## config.mk

```make
export PLATFORM = sky130hd
export DESIGN_NAME = fft_frame_loader
export DESIGN_NICKNAME = d
export VERILOG_FILES = /design/src/rtl/fft_pkg.sv /design/src/rtl/fft_sample_bank.sv /design/src/rtl/fft_frame_loader.sv
export SDC_FILE = /design/constraint.sdc
export NUM_CORES = 1
export LEC_CHECK = 0
export CAP_MARGIN = 20
export CORE_MARGIN = 4
export CORE_UTILIZATION = 59
export DETAILED_ROUTE_END_ITERATION = 10
export PLACE_DENSITY = 0.81
export SLEW_MARGIN = 10
export SYNTH_ARGS = -nofsm -noshare
export SYNTH_HDL_FRONTEND = slang
export SYNTH_SLANG_ARGS = --single-unit
export TNS_END_PERCENT = 10
```

## constraint.sdc

```tcl
create_clock -name clk -period 5.85 [get_ports clk]
set_input_delay 1.17 -clock clk [delete_from_list [all_inputs] [get_ports clk]]
set_output_delay 1.17 -clock clk [all_outputs]
set_load 0.02 [all_outputs]
```

## src/rtl/fft_pkg.sv

```systemverilog
// fft_pkg: shared constants and handoff FSM encoding for the FFT frame loader.
//   DATA_W_DEF  default sample component width
//   N_POINTS    samples per frame (FFT size)
//   IDX_W       width of a slot index within a frame
//   state_t     handoff FSM states
package fft_pkg;

  localparam int DATA_W_DEF = 16;
  localparam int N_POINTS   = 8;
  localparam int IDX_W      = $clog2(N_POINTS);

  typedef enum logic [2:0] {
    ST_IDLE  = 3'd0,
    ST_LOAD  = 3'd1,
    ST_WRITE = 3'd2,
    ST_START = 3'd3,
    ST_WAIT  = 3'd4
  } state_t;

endpackage

```

## src/rtl/fft_sample_bank.sv

```systemverilog
// fft_sample_bank: one frame buffer of N_POINTS complex samples {real, imag}.
//   clk, rst   clock, asynchronous active-low reset
//   wr_en      write wr_data into slot wr_idx
//   wr_idx     slot being written
//   wr_data    {real, imag} sample
//   wr_last    this write completes the frame: zero the slots above wr_idx, set full
//   clear      frame consumed, drop full
//   full       bank holds a complete frame
//   slots      bank contents, slot 0 first
module fft_sample_bank
  import fft_pkg::*;
#(
  parameter int DATA_W = DATA_W_DEF
) (
  input  logic                                clk,
  input  logic                                rst,
  input  logic                                wr_en,
  input  logic [IDX_W-1:0]                    wr_idx,
  input  logic [2*DATA_W-1:0]                 wr_data,
  input  logic                                wr_last,
  input  logic                                clear,
  output logic                                full,
  output logic [N_POINTS-1:0][2*DATA_W-1:0]   slots
);

  always_ff @(posedge clk or negedge rst) begin
    if (!rst) begin
      full  <= 1'b0;
      slots <= '0;
    end else begin
      if (wr_en) begin
        for (int j = 0; j < N_POINTS; j++) begin
          if (j == int'(wr_idx))
            slots[j] <= wr_data;
          else if (wr_last && (j > int'(wr_idx)))
            slots[j] <= '0;
        end
        if (wr_last)
          full <= 1'b1;
      end
      // The top never clears the bank it is completing in the same cycle.
      if (clear)
        full <= 1'b0;
    end
  end

endmodule

```

## src/rtl/fft_frame_loader.sv

```systemverilog
// fft_frame_loader: assembles a valid/ready sample stream into 8-sample frames in two
// ping-pong banks and hands each completed frame to the FFT core (write, start, wait done).
//   clk, rst                rising-edge clock, asynchronous active-low reset
//   in_valid/in_ready       sample handshake
//   in_real, in_imag        signed sample, scaled by >>> IN_SHIFT on capture
//   in_last                 last sample of the frame
//   outN_real/outN_imag     frame sample N presented to the core, held until next load
//   write, start            one-cycle pulses to the core, start follows write
//   fft_done                core finished the current frame
//   busy                    handoff in progress
//   frame_err               one-cycle pulse: frame ended short, or ran to 8 without in_last
//
// state    | meaning
// ST_IDLE  | no frame at the core; a full bank is copied to out* on the exit edge
// ST_LOAD  | copy step; folded into the IDLE exit edge so write follows one edge
//          | after the completing accept; the encoding only falls through to WRITE
// ST_WRITE | write pulse, core latches out*
// ST_START | start pulse
// ST_WAIT  | core busy, waiting for fft_done
module fft_frame_loader
  import fft_pkg::*;
#(
  parameter int DATA_W   = DATA_W_DEF,
  parameter int IN_SHIFT = 0
) (
  input  logic              clk,
  input  logic              rst,
  input  logic              in_valid,
  output logic              in_ready,
  input  logic [DATA_W-1:0] in_real,
  input  logic [DATA_W-1:0] in_imag,
  input  logic              in_last,
  output logic [DATA_W-1:0] out0_real,
  output logic [DATA_W-1:0] out0_imag,
  output logic [DATA_W-1:0] out1_real,
  output logic [DATA_W-1:0] out1_imag,
  output logic [DATA_W-1:0] out2_real,
  output logic [DATA_W-1:0] out2_imag,
  output logic [DATA_W-1:0] out3_real,
  output logic [DATA_W-1:0] out3_imag,
  output logic [DATA_W-1:0] out4_real,
  output logic [DATA_W-1:0] out4_imag,
  output logic [DATA_W-1:0] out5_real,
  output logic [DATA_W-1:0] out5_imag,
  output logic [DATA_W-1:0] out6_real,
  output logic [DATA_W-1:0] out6_imag,
  output logic [DATA_W-1:0] out7_real,
  output logic [DATA_W-1:0] out7_imag,
  output logic              write,
  output logic              start,
  input  logic              fft_done,
  output logic              busy,
  output logic              frame_err
);

  logic                               fill_ptr;
  logic                               serve_ptr;
  logic [IDX_W-1:0]                   fill_idx;
  logic [1:0]                         bank_full;
  logic [N_POINTS-1:0][2*DATA_W-1:0]  bank_slots [2];
  logic [N_POINTS-1:0][2*DATA_W-1:0]  out_q;
  logic [DATA_W-1:0]                  cap_real;
  logic [DATA_W-1:0]                  cap_imag;
  logic                               accept;
  logic                               at_end;
  logic                               complete;
  logic                               load;
  state_t                             state;
  state_t                             state_nxt;

  assign cap_real = $signed(in_real) >>> IN_SHIFT;
  assign cap_imag = $signed(in_imag) >>> IN_SHIFT;

  assign in_ready = !bank_full[fill_ptr];
  assign accept   = in_valid & in_ready;
  assign at_end   = (fill_idx == IDX_W'(N_POINTS - 1));
  assign complete = accept & (at_end | in_last);

  for (genvar b = 0; b < 2; b++) begin : g_bank
    fft_sample_bank #(
      .DATA_W (DATA_W)
    ) u_bank (
      .clk     (clk),
      .rst     (rst),
      .wr_en   (accept & (fill_ptr == 1'(b))),
      .wr_idx  (fill_idx),
      .wr_data ({cap_real, cap_imag}),
      .wr_last (complete),
      .clear   (load & (serve_ptr == 1'(b))),
      .full    (bank_full[b]),
      .slots   (bank_slots[b])
    );
  end

  always_ff @(posedge clk or negedge rst) begin
    if (!rst) begin
      fill_ptr  <= 1'b0;
      fill_idx  <= '0;
      frame_err <= 1'b0;
    end else begin
      // Short frame (in_last before slot 7) or overlong frame (no in_last at slot 7).
      frame_err <= accept & (at_end ^ in_last);
      if (accept) begin
        if (complete) begin
          fill_idx <= '0;
          fill_ptr <= ~fill_ptr;
        end else begin
          fill_idx <= fill_idx + 1'b1;
        end
      end
    end
  end

  always_ff @(posedge clk or negedge rst) begin
    if (!rst) begin
      state     <= ST_IDLE;
      serve_ptr <= 1'b0;
      out_q     <= '0;
    end else begin
      state <= state_nxt;
      if (load) begin
        out_q     <= bank_slots[serve_ptr];
        serve_ptr <= ~serve_ptr;
      end
    end
  end

  // Banks fill strictly alternately and are served alternately, so the oldest
  // full bank is always the one serve_ptr names.
  always_comb begin
    state_nxt = state;
    load      = 1'b0;
    write     = 1'b0;
    start     = 1'b0;
    busy      = (state != ST_IDLE);
    case (state)
      ST_IDLE: begin
        if (bank_full[serve_ptr]) begin
          load      = 1'b1;
          state_nxt = ST_WRITE;
        end
      end
      ST_LOAD:  state_nxt = ST_WRITE;
      ST_WRITE: begin
        write     = 1'b1;
        state_nxt = ST_START;
      end
      ST_START: begin
        start     = 1'b1;
        state_nxt = ST_WAIT;
      end
      ST_WAIT: begin
        if (fft_done)
          state_nxt = ST_IDLE;
      end
      default:  state_nxt = ST_IDLE;
    endcase
  end

  assign out0_real = out_q[0][2*DATA_W-1:DATA_W];
  assign out0_imag = out_q[0][DATA_W-1:0];
  assign out1_real = out_q[1][2*DATA_W-1:DATA_W];
  assign out1_imag = out_q[1][DATA_W-1:0];
  assign out2_real = out_q[2][2*DATA_W-1:DATA_W];
  assign out2_imag = out_q[2][DATA_W-1:0];
  assign out3_real = out_q[3][2*DATA_W-1:DATA_W];
  assign out3_imag = out_q[3][DATA_W-1:0];
  assign out4_real = out_q[4][2*DATA_W-1:DATA_W];
  assign out4_imag = out_q[4][DATA_W-1:0];
  assign out5_real = out_q[5][2*DATA_W-1:DATA_W];
  assign out5_imag = out_q[5][DATA_W-1:0];
  assign out6_real = out_q[6][2*DATA_W-1:DATA_W];
  assign out6_imag = out_q[6][DATA_W-1:0];
  assign out7_real = out_q[7][2*DATA_W-1:DATA_W];
  assign out7_imag = out_q[7][DATA_W-1:0];

endmodule

```

### Routed metal, one colour a layer

Bar = 100 um.
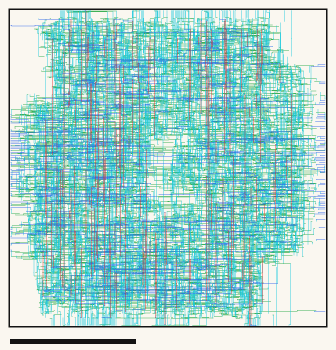
Key: metal 1 = green [wire length 40.7 mm]; metal 4 = red [wire length 6,320 um]; metal 2 = cyan [wire length 49.9 mm]; metal 3 = blue [wire length 11,100 um]

### Sequential cells grouped by signal name

Bar = 100 um. Other sequential cells in the stronger grey, the rest of the logic in the fainter grey.
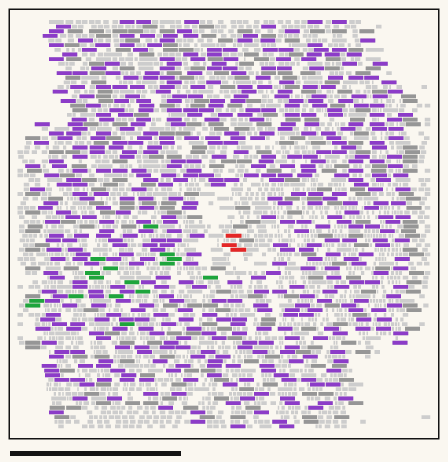
Key: g_bank.u_bank.slots = purple [placed flops 512, where spread over the die]; out6_real = green [placed flops 16]; fill_idx = red [placed flops 3]
Another 248 sequential cells are not coloured.
Final Util: 69.9%
Seq power: 0.00860 W
Seq area share: 48.2%
FF/Latch Area: 19,500 sq um

==> critical path, delay by kind of cell (launching register included) <==
| kind | cells | cell delay [ns] |
|---|---|---|
| buf+inv | 2 | 0.90 |
| flops | 1 | 0.63 |
| mux | 1 | 0.73 |
==> final cells by class <==
class | instances | area, sq um | share of cell area [%]
Sequential cell | 779 | 19500 | 48.2
Inverter | 9 | 33.8 | 0.0835
Clock inverter | 28 | 392 | 0.967
Multi-Input combinational cell | 1895 | 13600 | 33.5
Tap cell | 765 | 957 | 2.36
Antenna cell | 5 | 12.5 | 0.0309
Timing Repair Buffer | 367 | 3710 | 9.16
Clock buffer | 113 | 2310 | 5.70
==> metrics by stage <==
stage	setup slack (ns)	power, W
after floorplan	3.23	0.0139
after global placement	1.72	0.0170
after detailed placement	1.57	0.0174
after CTS	1.30	0.0228
after global routing	1.66	0.0239
final	1.76	0.0228
==> placed cells by master (no fill, tap or decap), types with 3 or more instances in the layout <==
cell type and instances:
nor2b_1 66, buf_12 11, a221o_1 256, clkdlybuf4s50_1 296
nand2b_1 66, bufinv_16 9, nand2_1 268, diode_2 5
o21ai_0 238, o21ai_1 19, clkbuf_1 15, dfrtp_1 777
a22o_1 128, inv_6 4, o2bb2ai_1 64, ha_1 5
and4b_1 32, mux2_2 56, and2_1 38, buf_4 55
clkbuf_16 80, mux2i_1 193, buf_16 3, clkbuf_8 18
and3_1 289, nand3_1 128, clkinv_2 14, inv_1 9
mux2_1 8
==> where the power goes <==
part	switching, W	internal [W]	total [W]
Combinational	0.00503	0.00390	0.00893
Clock	0.00216	0.00314	0.00530
Sequential	0.00142	0.00718	0.00860
Total	0.00862	0.0142	0.0228
==> notes.md <==
fresh numbers from the pnr run: status complete, no violations, Hold Crit Endpoint g_bank[1].u_bank.slots[135], post-route cell area 40,500 sq um, final wirelength 108,000 um, Max-Cap Viols 0, Latency at later pin 0.62 ns, met3 usage 7.42%, Yosys top cell by area dfrtp_1, worst hold slack 0.493 ns, Top reg by flops g_bank.u_bank.slots, Total GRT Usage 33.8%, Syn. warnings 0, Crit path arrival time 2.92 ns, Worst-Margin Slew 1.28 ns, crit path from fill_ptr, yosys stat area 34,700 sq um, OpenROAD warnings 51, xor/xnor share of the synthesized area 0%, Async S/R FF share, synth 100%, RR Endpoint g_bank[1].u_bank.slots[162], CTS tree yes, max FFs per register 512, FILL cells 3,995, Post-Synth Adder-Cell Area 0.253%, number of enable flip-flop cells 0, fin nets 3,174, pwr dens 564 nW/um^2, Post-Synthesis Cells 3,015, Fin. Hold Viols 0, Area after DPL 37,700 sq um, Clock Skew 0.0154 ns, RSZ-0062 raised after global routing false, first-pass GRT wire length 167,000 um, Worst R2R Setup Slack 2.42 ns, vias per inst 6.83, length of routed met2 wiring 49,900 um, Setup Crit Path Kind register to output port, antenna viol nets, final 0, GRT met2 Usage 51.4%
No activity file was given, so power comes from the tool's default toggle rates.
